Figure 1. Gate-type map (run 1).
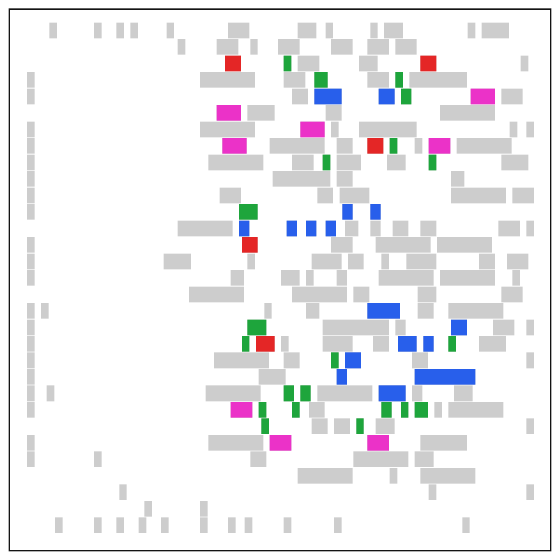
Figure 2. Metal layers overlaid (run 1).
Two of the layers only.
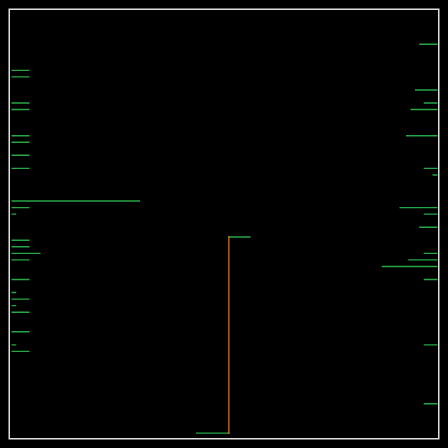
Figure 3. Track usage over the die (run 1).
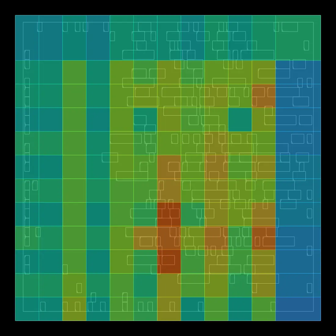
$ cat config.mk
export PLATFORM = sky130hd
export DESIGN_NAME = csr_trap_ctrl
export DESIGN_NICKNAME = d
export VERILOG_FILES = /design/src/rtl/csr_trap_ctrl.sv
export SDC_FILE = /design/constraint.sdc
export NUM_CORES = 1
export LEC_CHECK = 0
export CAP_MARGIN = 5
export CELL_PAD_IN_SITES_DETAIL_PLACEMENT = 1
export CELL_PAD_IN_SITES_GLOBAL_PLACEMENT = 1
export CORE_MARGIN = 2
export CORE_UTILIZATION = 23
export DETAILED_ROUTE_END_ITERATION = 8
export PLACE_DENSITY_LB_ADDON = 0.25
export SLEW_MARGIN = 20
export SYNTH_ARGS = -nofsm -noshare
export SYNTH_HDL_FRONTEND = slang
export SYNTH_SLANG_ARGS = --single-unit
$ cat constraint.sdc
create_clock -name clk -period 1.7 [get_ports clk]
set_input_delay 0.34 -clock clk [delete_from_list [all_inputs] [get_ports clk]]
set_output_delay 0.34 -clock clk [all_outputs]
set_load 0.03 [all_outputs]
$ cat src/rtl/csr_trap_ctrl.sv
// ----------------------------------------------------------------------------
// csr_trap_ctrl
// ----------------------------------------------------------------------------
// Trap/interrupt sequencer between the interrupt sources, the pipeline and
// the CSR register file.
//
// Behaviour:
//   - Latches timer, external and UART interrupt requests as sticky pending
//     bits and presents them on the CSR file's excep bus.
//   - Picks one winner (ext > uart > timer) among the enabled pending bits.
//   - Sequences trap entry as flush -> drain -> commit, and MRET return as
//     flush -> commit.
//   - Allows only a single trap context at a time; traps never nest.
//
// Parameters:
//   XLEN          - datapath width, matches the CSR file (must be >= 17)
//   DRAIN_TIMEOUT - max cycles in WAIT_DRAIN before a forced commit (2..255)
//
// Ports:
//   clk          - system clock
//   reset        - asynchronous, active-high reset
//   timer_irq    - timer interrupt request (level)
//   ext_irq      - external interrupt request (level)
//   uart_irq     - UART interrupt request (level)
//   mstatus_mie  - global interrupt enable
//   mie_mask     - mie contents; bits 7/11/16 enable timer/ext/uart
//   csr_busy     - CSR instruction in flight; blocks trap start
//   is_mret      - MRET decoded at writeback
//   drain_ack    - pipeline reports drained
//   excep        - pending bits: [7]=timer, [11]=ext, [16]=uart
//   flush_req    - one-cycle pipeline flush request
//   stall_fetch  - hold fetch while sequencing
//   trap_commit  - one-cycle pulse; CSR file takes the trap
//   mret_commit  - one-cycle pulse; CSR file returns to mepc
//   trap_cause   - mcause encoding of the latched winner
//   in_trap      - trap context active
//   drain_to_err - sticky flag, set when a drain timed out
//
// Build option:
//   CSR_IRQ_SYNC_EN - when defined, every irq input goes through a 2-flop
//                     synchronizer before the pending latch, adding two
//                     cycles of latency (minimum irq-to-commit becomes 6).
// ----------------------------------------------------------------------------
module csr_trap_ctrl #(
   parameter int XLEN          = 32,
   parameter int DRAIN_TIMEOUT = 16
) (
   input  logic            clk,
   input  logic            reset,
   input  logic            timer_irq,
   input  logic            ext_irq,
   input  logic            uart_irq,
   input  logic            mstatus_mie,
   input  logic [XLEN-1:0] mie_mask,
   input  logic            csr_busy,
   input  logic            is_mret,
   input  logic            drain_ack,
   output logic [XLEN-1:0] excep,
   output logic            flush_req,
   output logic            stall_fetch,
   output logic            trap_commit,
   output logic            mret_commit,
   output logic [XLEN-1:0] trap_cause,
   output logic            in_trap,
   output logic            drain_to_err
);

   // Internal source index: [0]=timer, [1]=ext, [2]=uart
   localparam logic [XLEN-1:0] CAUSE_TIMER = {1'b1, {(XLEN-6){1'b0}}, 5'd7};
   localparam logic [XLEN-1:0] CAUSE_EXT   = {1'b1, {(XLEN-6){1'b0}}, 5'd11};
   localparam logic [XLEN-1:0] CAUSE_UART  = {1'b1, {(XLEN-6){1'b0}}, 5'd16};
   localparam logic [7:0]      DRAIN_LAST  = 8'(DRAIN_TIMEOUT - 1);

   typedef enum logic [2:0] {
      S_IDLE,
      S_FLUSH,
      S_WAIT_DRAIN,
      S_COMMIT,
      S_MRET_FLUSH,
      S_MRET_COMMIT
   } state_t;

   state_t            state;
   logic [2:0]        irq_raw;
   logic [2:0]        irq_in;
   logic [2:0]        pending;
   logic [2:0]        eligible;
   logic [2:0]        winner_sel;
   logic [2:0]        winner_q;
   logic [2:0]        pending_clr;
   logic [XLEN-1:0]   cause_sel;
   logic [7:0]        drain_cnt;
   logic              unused_mask_bits;

   assign irq_raw = {uart_irq, ext_irq, timer_irq};

   // Only bits 7/11/16 of mie are meaningful here; the rest are folded into
   // a dummy so their being ignored is explicit.
   assign unused_mask_bits = ^{mie_mask[XLEN-1:17], mie_mask[15:12],
                               mie_mask[10:8], mie_mask[6:0]};

`ifdef CSR_IRQ_SYNC_EN
   logic [2:0] sync_q1;
   logic [2:0] sync_q2;

   // Two-stage synchronizer for requests coming from other clock domains.
   always_ff @(posedge clk or posedge reset) begin
      if (reset) begin
         sync_q1 <= '0;
         sync_q2 <= '0;
      end else begin
         sync_q1 <= irq_raw;
         sync_q2 <= sync_q1;
      end
   end

   assign irq_in = sync_q2;
`else
   assign irq_in = irq_raw;
`endif

   // The latched winner's pending bit drops on the edge that ends COMMIT.
   assign pending_clr = (state == S_COMMIT) ? winner_q : 3'b000;

   // Sticky pending latch. OR-ing the request in after the clear means a
   // request arriving on the same edge as its clear keeps the bit set.
   always_ff @(posedge clk or posedge reset) begin
      if (reset) begin
         pending <= '0;
      end else begin
         pending <= (pending & ~pending_clr) | irq_in;
      end
   end

   // A pending source may start a trap only when individually enabled,
   // globally enabled, and no trap context is already open.
   assign eligible = pending
                   & {mie_mask[16], mie_mask[11], mie_mask[7]}
                   & {3{mstatus_mie & ~in_trap}};

   // Fixed priority: ext > uart > timer.
   always_comb begin
      winner_sel = 3'b000;
      cause_sel  = CAUSE_TIMER;
      if (eligible[1]) begin
         winner_sel = 3'b010;
         cause_sel  = CAUSE_EXT;
      end else if (eligible[2]) begin
         winner_sel = 3'b100;
         cause_sel  = CAUSE_UART;
      end else if (eligible[0]) begin
         winner_sel = 3'b001;
         cause_sel  = CAUSE_TIMER;
      end
   end

   always_comb begin
      excep     = '0;
      excep[7]  = pending[0];
      excep[11] = pending[1];
      excep[16] = pending[2];
   end

   // Sequencer. The pulse/level outputs are registered together with the
   // state they belong to, so each one is asserted exactly while the FSM sits
   // in the matching state. The winner is captured once on IDLE->FLUSH and
   // is not re-evaluated if enables drop later in the sequence.
   always_ff @(posedge clk or posedge reset) begin
      if (reset) begin
         state        <= S_IDLE;
         winner_q     <= '0;
         trap_cause   <= '0;
         drain_cnt    <= '0;
         in_trap      <= 1'b0;
         drain_to_err <= 1'b0;
         flush_req    <= 1'b0;
         stall_fetch  <= 1'b0;
         trap_commit  <= 1'b0;
         mret_commit  <= 1'b0;
      end else begin
         flush_req   <= 1'b0;
         stall_fetch <= 1'b0;
         trap_commit <= 1'b0;
         mret_commit <= 1'b0;
         case (state)
            S_IDLE: begin
               // A return from an open trap wins over a new interrupt.
               if (is_mret && in_trap) begin
                  state       <= S_MRET_FLUSH;
                  flush_req   <= 1'b1;
                  stall_fetch <= 1'b1;
               end else if ((|eligible) && !csr_busy) begin
                  state       <= S_FLUSH;
                  flush_req   <= 1'b1;
                  stall_fetch <= 1'b1;
                  winner_q    <= winner_sel;
                  trap_cause  <= cause_sel;
               end
            end
            S_FLUSH: begin
               state       <= S_WAIT_DRAIN;
               stall_fetch <= 1'b1;
               drain_cnt   <= '0;
            end
            S_WAIT_DRAIN: begin
               stall_fetch <= 1'b1;
               if (drain_ack) begin
                  state       <= S_COMMIT;
                  trap_commit <= 1'b1;
               end else if (drain_cnt == DRAIN_LAST) begin
                  // Pipeline never acknowledged: commit anyway, flag it.
                  state        <= S_COMMIT;
                  trap_commit  <= 1'b1;
                  drain_to_err <= 1'b1;
               end else begin
                  drain_cnt <= drain_cnt + 8'd1;
               end
            end
            S_COMMIT: begin
               state   <= S_IDLE;
               in_trap <= 1'b1;
            end
            S_MRET_FLUSH: begin
               state       <= S_MRET_COMMIT;
               mret_commit <= 1'b1;
            end
            S_MRET_COMMIT: begin
               state   <= S_IDLE;
               in_trap <= 1'b0;
            end
            default: begin
               state <= S_IDLE;
            end
         endcase
      end
   end

endmodule

==> notes.md, run 1 <==
run results: outcome complete, no violations, CTS clk-pin slew, worst paths approximately 0.090 ns, die width 89.1 um, Fin Clk Skew 0.00223 ns, CP top delay family buffers and inverters, Highest Clock Rate approximately 0.61 GHz, H-tree lvl count 1, worst-path cell chain clkdlybuf4s50_1, # DRC 0, Max VDD drop 0.000250 V, # clock sinks 26, Top cells excl fill/tap 55 x conb_1, 23 x dfrtp_1, 17 x clkdlybuf4s50_1, # nets final 251, Syn-to-layout area delta 21.4%, fp util 0.233, Unique cell types 38, clk_lat worst skew 0.27 ns, Setup CP Type register to primary output, Final min period around 1.6 ns, CP Max Fanout 3, Top cell area share 0.391, Post-Synthesis Cells 172, FP Rows 31, tool warnings roughly 55, Arr. time, crit path 1.31 ns, DRT iter0 DRCs 46, synthesis area per yosys 1660 sq um, final setup margin around 0.053 ns, Yosys Instances 172, count of pins over their slew limit 0, Flops after synth 26, DP HPWL 2420 um, Design Power 2.74 mW, DR vias 1,103, most numerous logic cell after layout conb_1, crit path capture type primary output, max_cap viols 0, CTS buffer count 3, Post-synth ARST share 1.00, first-pass GRT wire length between 4000 and 5000 um, Crit-path slowest cell clkdlybuf4s50_1, Worst Hold Slack 0.432 ns, drt pass-1 iters 4, share of layout cells above drive strength 1 0.183, GRT busiest layer met2, grt ovf 0, core area 7140 sq um, Setup WS pre-CTS -0.387 ns, CP required 1.36 ns, Setup violations, final 0, number of flops mapped to enable cells by yosys 0, grt met2 use 0.126, FILL cells roughly 850, final wirelength 3200 um, largest area contributor in the synthesized netlist dfrtp_1, GRT Util Overall 0.0805, die area 7930 sq um, CTS max path bufs 2, Seq/Total Area, Yosys 0.391, Dominant flop cell dfrtp_1, Port Buffers 26, # IOs 111, pwr dens 1350 nW/um^2, Hold Crit Class input port to async pin, DRT antenna net count 0, largest net degree at the start of global routing 27, Hold Buf Count CTS 0, vias per std cell 3.59, Syn Std Cell Area 1660 sq um, Pleak 0.962 nW, RSZ-0062 raised after global routing false, crit-path max cell delay 0.67 ns, startpoint class of the critical path register, worst reg2reg path startpoint state[2], Ant. Diodes 0, Synth warnings 0, vias in the first global route 1,034, syn_area_per_cell 9.67 sq um, Routed WL per cell 10.4 um, GP Congestion 0.720, cycle use final 0.969, Worst Setup SP trap_cause[1], TritonCTS clock tree yes, synth top area cells dfrtp_1 39%, buf_4 26%, nand2_1 2.9%, mux2_2 2.7%, mux2i_1 2.4%, Vert. Die Dim slightly below 90 um, Clock Root Buffer clkbuf_8, post-layout util 0.283, initial antenna violation count 0, Fin. Hold Viols 0, Bufs and invs on worst path 1
Back to the opening pictures, Figure 1:
[multiplexers] magenta | cells: 8
[NAND gates] green | cells: 21
[AND-OR and OR-AND gates] red | cells: 5
[inverting AOI/OAI gates] blue | cells: 16

Back to the opening pictures, Figure 2:
[met4] orange | wire length: 40.8 um
[met3] green | wire length: 170 um

Back to the opening pictures, Figure 3:
met3 Usage GRT: 0.00923
GRT met1 Usage: 0.110

[run 1: kinds of logic (layout without fill, tap and decap cells)]
kind of cell	Yosys count	after routing	share of synthesized area
AND-OR/OR-AND	21	21	0.100
XOR/XNOR	4	4	0.0211
adder cells (fa/ha/maj)	1	1	0.00752
buffers and inverters	68	50	0.286
flip-flops	26	26	0.391
multiplexers	8	8	0.0511
other	1	55	0.00225
AND/OR/NAND/NOR	43	43	0.141
[run 1: state kept, by name, summed over array words and instances (netlist names)]
name and count:
flush_req 1, trap_commit 1, winner_q 2, mret_commit 1, state 3, drain_to_err 1, in_trap 1, pending 3
stall_fetch 1, trap_cause 4, drain_cnt 8
[run 1: repair_timing]
action                     4_1_cts  5_1_grt
pin swaps                        0        3
buffers inserted                 0        0
setup endpoints to repair       17       16
resized                          7        9
[run 1: synthesized netlist by cell type, drive strengths merged (2+ instances only)]
library cell	instances
buf	60
dfrtp	26
nand2	13
nor2	7
a21oi	6
nor3	5
a21o	4
clkbuf	4
inv	4
mux2	4
mux2i	4
nand3	4
xnor2	4
o21ai	3
a2111oi	2
a211oi	2
and3	2
nand4b	2
[run 1: layout make-up]
| class | count | area (sq um) | area share |
|---|---|---|---|
| clock inverter | 1 | 30.0 | 0.0149 |
| sequential | 26 | 654 | 0.324 |
| timing repair buffer | 42 | 388 | 0.192 |
| clock buffer | 3 | 41.3 | 0.0204 |
| multi-input combinational | 132 | 767 | 0.380 |
| inverter | 4 | 15.0 | 0.00743 |
| tap | 99 | 124 | 0.0613 |
[run 1: metal layers]
layer	up-vias	routed length [um]
li1	530	-
met1	530	1410
met2	41	1580
met3	2	170
met4	0	40
met5	-	0
[run 1: tightest hold or removal path, stage by stage]
cell and delay [ns]:
clkdlybuf4s50_1 0.40, inv_1 0.06, buf_4 0.32
[run 1: metrics by stage]
step | instances | TNS, ns | cell area, sq um
after floorplan | 226 | 0 | 1880
after global placement | 303 | -4.46 | 1920
after detailed placement | 303 | -4.51 | 1920
after CTS | 307 | 0 | 1990
after global routing | 307 | 0 | 2020
final | 307 | 0 | 2020
[run 1: where the power goes]
group / total [mW] / internal (mW) / switching (mW)
clock: 0.521 / 0.315 / 0.206
sequential: 0.875 / 0.789 / 0.0865
combinational: 1.34 / 0.517 / 0.822
total: 2.74 / 1.62 / 1.11
[run 1: final timing paths]
path                            slack [ns]  cells past startpoint              to
worst min-delay path                  0.43                      3  trap_cause[31]
max in group asynchronous             1.00                      3         in_trap
worst max-delay path                  0.05                      1   trap_cause[1]
worst max register to register        0.12                      4    drain_cnt[6]
min in group clk                      0.44                      3     trap_commit
worst min register to register        0.47                      1  trap_cause[31]
==> run 2: changes to the inputs <==
--- a/config.mk
+++ b/config.mk
@@ -12,6 +12,7 @@
 export CORE_UTILIZATION = 23
 export DETAILED_ROUTE_END_ITERATION = 8
 export PLACE_DENSITY_LB_ADDON = 0.25
+export REMOVE_ABC_BUFFERS = 1
 export SLEW_MARGIN = 20
 export SYNTH_ARGS = -nofsm -noshare
 export SYNTH_HDL_FRONTEND = slang
==> constraint.sdc (replaced) <==
create_clock -name clk -period 1.7 [get_ports clk]
set_input_delay 0.51 -clock clk [delete_from_list [all_inputs] [get_ports clk]]
set_output_delay 0.51 -clock clk [all_outputs]
set_load 0.03 [all_outputs]
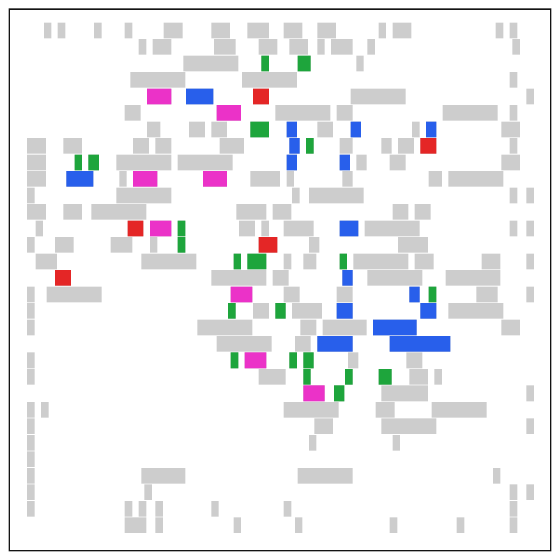
Figure 4: run 2, gate-type map.
[inverting AOI/OAI gates] blue | cells: 16
[multiplexers] magenta | cells: 8
[NAND gates] green | cells: 21
[AND-OR and OR-AND gates] red | cells: 5

==> run 2 against run 1 <==
Compared with the run above: clock-buffer cell count increased by 1; via count up 3.6%; clock skew rose by 0.0010 ns; hold slack better by 0.061 ns; combinational power shrank 4%; fmax shrank 0.53%; critical path depth grew 3; total power down 6.0%.
==> notes.md, run 2 <==
run results: outcome complete, no violations, Synth top cells by count 58 x buf_4, 26 x dfrtp_1, 13 x nand2_1, Flops after synth 26, startpoint class of the critical path register, RR Endpoint drain_cnt[5], Synth warnings 0, FILL cells 866, Hold EP drain_to_err, clk_lat worst skew 0.27 ns, Hold Crit Class register to register, Levels on crit path 4, worst reg2reg path startpoint state[2], DRT iter0 DRCs 27, hold path depth 1, # clock sinks 26, synth top area cells dfrtp_1 39%, buf_4 26%, nand2_1 2.9%, mux2_2 2.7%, mux2i_1 2.4%, initial antenna violation count 0, CP Max Fanout 6, placed cells 305, Setup violations, final 0, cycle use final 0.974, tool warnings 55, top-count cell post-synth buf_4, crit path capture type register, Fin. Hold Viols 0, largest net degree at the start of global routing 27, Crit-path slowest cell or4b_4, max_cap viols 0, Clock Root Buffer clkbuf_8, Syn Std Cell Area between 1500 and 2000 sq um, CP top delay family simple AND/OR/NAND/NOR gates, first-pass GRT wire length roughly 5500 um, CTS buffer count 3, H-tree lvl count 1, Hold Buf Count CTS 0, RSZ-0062 raised after global routing true, # DRC 0, combinational gate area 776 sq um, Unique cell types 38, R2R Setup Slk 0.04 ns, GRT Util Overall 0.0882, grt ovf 0, Top cell area share 0.391, yosys aoi share 0.100, Reg with most FFs drain_cnt, Worst Reg2Reg Path Length in Cells 4, max reg flops 8, most numerous logic cell after layout conb_1, Placed Area 1950 sq um, TritonCTS clock tree yes, XOR-XNOR Cells, Area Fraction 0.0211, Worst Hold Slack 0.493 ns, Routed WL per cell around 11 um, vias per std cell 3.69, # nets final 254, DR vias 1,143, Setup CP Type register to register, largest area contributor in the synthesized netlist dfrtp_1, CTS clk-pin slew, worst paths approximately 0.1 ns, Pleak 0.967 nW, Final Non-Filler Cells 310, final wirelength 3430 um
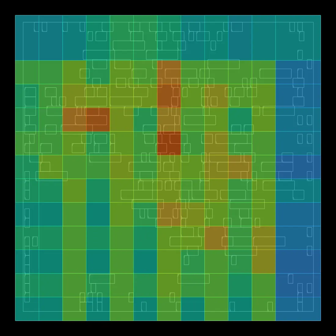
Figure 5: run 2, track usage over the die.
met3 Usage GRT: 0.0194
GRT met1 Usage: 0.126

-- run 2: per-layer routing --
metal / wire length [um] / vias up / share of wire / GRT usage
met1: 1640 / 558 / 0.48 / 0.126
li1: - / 536 / - / -
met4: 9 / 0 / 0.0026 / 0.0122
met3: 225 / 2 / 0.066 / 0.0194
met5: 0 / - / 0 / 0
met2: 1560 / 47 / 0.45 / 0.140
-- run 2: cell type report --
type                            count  area share
Clock buffer                        4      0.0272
Sequential cell                    26       0.321
Multi-Input combinational cell    132       0.383
Tap cell                           99      0.0612
Timing Repair Buffer               45       0.200
Inverter                            4     0.00742
-- run 2: how the worst max path moves through the flow --
| stage | start | endpoint | slack [ns] |
|---|---|---|---|
| after global placement | drain_ack | drain_cnt[7] | -0.58 |
| after CTS | drain_ack | drain_cnt[0] | 0.01 |
| after floorplan | in_trap | trap_cause[1] | -0.1 |
| after global routing | state[2] | drain_cnt[5] | -0.04 |
| after detailed placement | drain_ack | drain_cnt[7] | -0.58 |
| final | state[2] | drain_cnt[5] | 0.04 |
-- run 2: logic make-up (layout without fill, tap and decap cells) --
family          count (synthesis)  count (layout)
buf+inv                        68              53
simple gates                   43              43
flops                          26              26
compound gates                 21              21
mux                             8               8
xor+xnor                        4               4
fa+ha+maj                       1               1
other cells                     1              55
-- run 2: timing repair --
| action | in CTS | in global routing |
|---|---|---|
| setup endpoints to repair | 30 | 6 |
| buffers inserted | 1 | 0 |
| gates resized | 26 | 3 |
| pin swaps | 4 | 4 |
-- run 2: worst register-to-register path: cells and delay by family (launching register included) --
family           cells  cell delay [ns]
multiplexers         1             0.13
AND/OR/NAND/NOR      2             0.74
flip-flops           1             0.39
AND-OR/OR-AND        1             0.28
-- run 2: power breakdown --
group          internal, mW  total (mW)  switching (mW)
sequential            0.786       0.876          0.0906
clock                 0.207       0.418           0.210
combinational         0.457        1.28           0.819
-- run 2: metrics by stage --
step           total power, mW  setup slack, ns  TNS (ns)
2_1_floorplan             1.68          -0.0987    -0.593
3_3_place_gp              2.23           -0.578     -7.51
3_5_place_dp              2.25           -0.578     -8.24
4_1_cts                   2.60           0.0115         0
5_1_grt                   2.78          -0.0436   -0.0448
6_report                  2.57           0.0442         0
==> run 3: changes to the inputs <==
--- a/config.mk
+++ b/config.mk
@@ -5,7 +5,7 @@
 export SDC_FILE = /design/constraint.sdc
 export NUM_CORES = 1
 export LEC_CHECK = 0
-export CAP_MARGIN = 5
+export CAP_MARGIN = 30
 export CELL_PAD_IN_SITES_DETAIL_PLACEMENT = 1
 export CELL_PAD_IN_SITES_GLOBAL_PLACEMENT = 1
 export CORE_MARGIN = 2
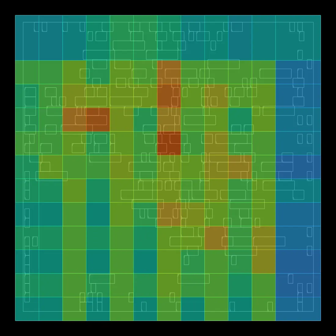
Figure 6: run 3, track usage over the die.
post-layout util: 0.284
GRT busiest layer: met2

==> run 3 against run 2 <==
Compared with the run above: combinational power is essentially flat; sequential share of layout area is the same; area after synthesis is the same; final area is the same; sequential power is essentially flat; clock skew is the same; non-clock buffer count is the same; critical path type unchanged; register-to-register slack is essentially flat.
==> notes.md, run 3 <==
run results: outcome complete, no violations, DRT antenna net count 0, Crit-path slowest cell or4b_4, RSZ-0062 raised after global routing true, slew margin rel. 0.669, Arr. time, crit path ~1.8 ns, Post-synth ARST share 1.00, Post-Synthesis Cells 172, CP Max Fanout 6, crit-path max cell delay between 0.6 and 0.7 ns, final wirelength 3430 um, Design Power 2.57 mW, fp util 0.233, synth top area cells dfrtp_1 39%, buf_4 26%, nand2_1 2.9%, mux2_2 2.7%, mux2i_1 2.4%, drt pass-1 iters 2, DRT iter0 DRCs 27, slew of the pin with the lowest slew margin 0.492 ns, Synth warnings 0, max_cap viols 0, syn_area_per_cell 9.67 sq um, Port Buffers 26, Setup WS pre-CTS -0.578 ns, grt ovf 0, Final min period 1.66 ns, # DRC 0, DP HPWL 2570 um, largest net degree at the start of global routing 27, largest area contributor in the synthesized netlist dfrtp_1, top-count cell post-synth buf_4, CTS max path bufs 2, Syn Std Cell Area 1660 sq um, GRT Util Overall 0.0882, Syn-to-layout area delta 21.7%, cycle use final 0.974, count of pins over their slew limit 0, # clock sinks 26, Clock Root Buffer clkbuf_8, combinational gate area 776 sq um, Max VDD drop 0.000557 V, Ant. Diodes 0, CP top delay family simple AND/OR/NAND/NOR gates, most numerous logic cell after layout conb_1, pwr dens approximately 1300 nW/um^2, CP required 1.86 ns, share of layout cells above drive strength 1 0.175, setup tns final 0 ns, H-tree lvl count 1, Synth top cells by count 58 x buf_4, 26 x dfrtp_1, 13 x nand2_1, Seq/Total Area, Yosys 0.391, Unique cell types 38, vias per std cell 3.69, Worst Hold Slack 0.493 ns, DR vias 1,143, worst-path cell chain or4b_4 -> a211oi_4 -> nand3_1 -> mux2i_1, max reg flops 8, Flops after synth 26, Hold Crit Class register to register, GP Congestion 0.726, vias in the first global route 1,098, Pleak ~0.97 nW, Yosys Instances 172, startpoint class of the critical path register, first-pass GRT wire length 5460 um, Fin Clk Skew between 0.003 and 0.004 ns, Fin. Hold Viols 0, Top cell area share 0.391, Highest Clock Rate 0.604 GHz, Setup CP Type register to register, Routed WL per cell 11.1 um, FILL cells 866, core area 7140 sq um, Top cells excl fill/tap 55 x conb_1, 26 x dfrtp_1, 19 x dlygate4sd2_1, Vert. Die Dim 89.1 um, Hold Buf Count CTS 0, die width 89.1 um, number of flops mapped to enable cells by yosys 0, Bufs and invs on worst path 0, TritonCTS clock tree yes, Reg with most FFs drain_cnt, cell area after layout 2020 sq um, Placed Area 1950 sq um, CTS buffer count 3, # nets final 254, FP Rows 31, initial antenna violation count 0, Setup violations, final 0, final setup margin 0.0442 ns, crit path capture type register, tool warnings 55, die area 7930 sq um, clk_lat worst skew 0.27 ns, Dominant flop cell dfrtp_1, CTS clk-pin slew, worst paths 0.10 ns, Regs by FF count drain_cnt (8), trap_cause (4), placed cells 305, flip-flop and latch area 651 sq um, # IOs between 100 and 150, synthesis area per yosys about 1700 sq um, Final Non-Filler Cells 310
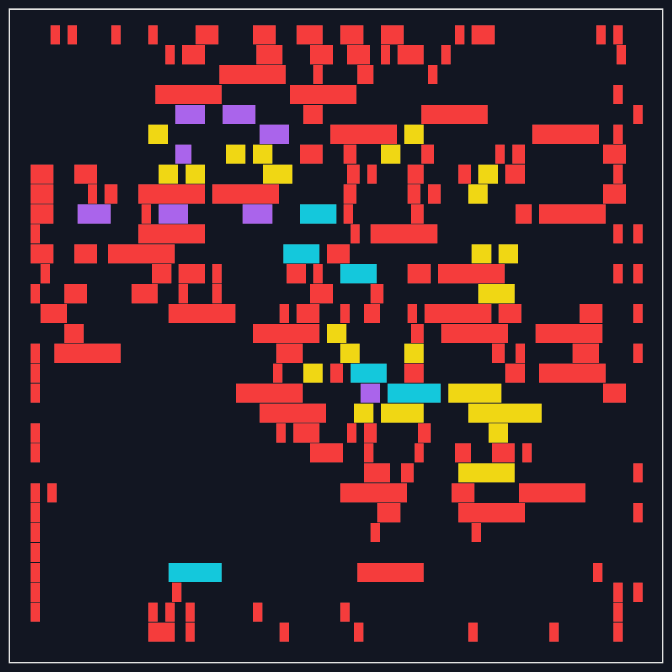
Figure 7: run 3, drive-strength map.
[drive 6 and up] cyan | cells: 6 | share: 2.8%
[drive 2] purple | cells: 8 | share: 3.8%
[drive 3 to 4] yellow | cells: 23 | share: 11%
[drive 1 or less] red | cells: 174 | share: 82%

-- run 3: cell counts after synthesis --
Identical to the previous run, type by type.
-- run 3: worst paths after layout --
check,cells after the start,from,slack [ns],to
hold reg to reg,1,drain_to_err,0.49,drain_to_err
max in group asynchronous,3,reset,0.98,stall_fetch
setup reg to reg,4,state[2],0.04,drain_cnt[5]
hold / removal,1,drain_to_err,0.49,drain_to_err
min in group asynchronous,3,reset,0.56,drain_cnt[3]
setup / recovery,4,state[2],0.04,drain_cnt[5]
-- run 3: layout make-up --
class / count / share of cell area
well taps: 99 / 0.0612
inverters: 4 / 0.00742
clock buffers: 4 / 0.0272
repair buffers: 45 / 0.200
flip-flops and latches: 26 / 0.321
multi-input cells: 132 / 0.383
-- run 3: cells by family (layout without fill, tap and decap cells) --
kind of cell | count (synthesis) | after routing | synth area share
buf+inv | 68 | 53 | 0.286
simple gates | 43 | 43 | 0.141
flops | 26 | 26 | 0.391
compound gates | 21 | 21 | 0.100
mux | 8 | 8 | 0.0511
xor+xnor | 4 | 4 | 0.0211
fa+ha+maj | 1 | 1 | 0.00752
other cells | 1 | 55 | 0.00225
-- run 3: routing by layer --
metal	track usage	up-vias	part of all wire
met5	0	-	0
met1	0.126	558	0.48
li1	-	536	-
met4	0.0122	0	0.0026
met3	0.0194	2	0.066
met2	0.140	47	0.45
-- run 3: report_power, final --
| group | leakage (nW) | switching, mW | total [mW] | internal (mW) |
|---|---|---|---|---|
| clock network | 0.0288 | 0.210 | 0.418 | 0.207 |
| logic | 0.613 | 0.819 | 1.28 | 0.457 |
| registers | 0.325 | 0.0906 | 0.876 | 0.786 |
| total | 0.967 | 1.12 | 2.57 | 1.45 |
-- run 3: worst register-to-register path: stages, from the launching register on --
cell,delay (ns)
dfrtp_1,0.39
or4b_4,0.62
a211oi_4,0.28
nand3_1,0.12
mux2i_1,0.13
-- run 3: what timing repair did --
action,CTS,global route
buffers inserted,1,0
pin swaps,4,4
resized,26,3
endpoints found under the setup margin,30,6
Power is estimated from default activity; no workload was simulated.
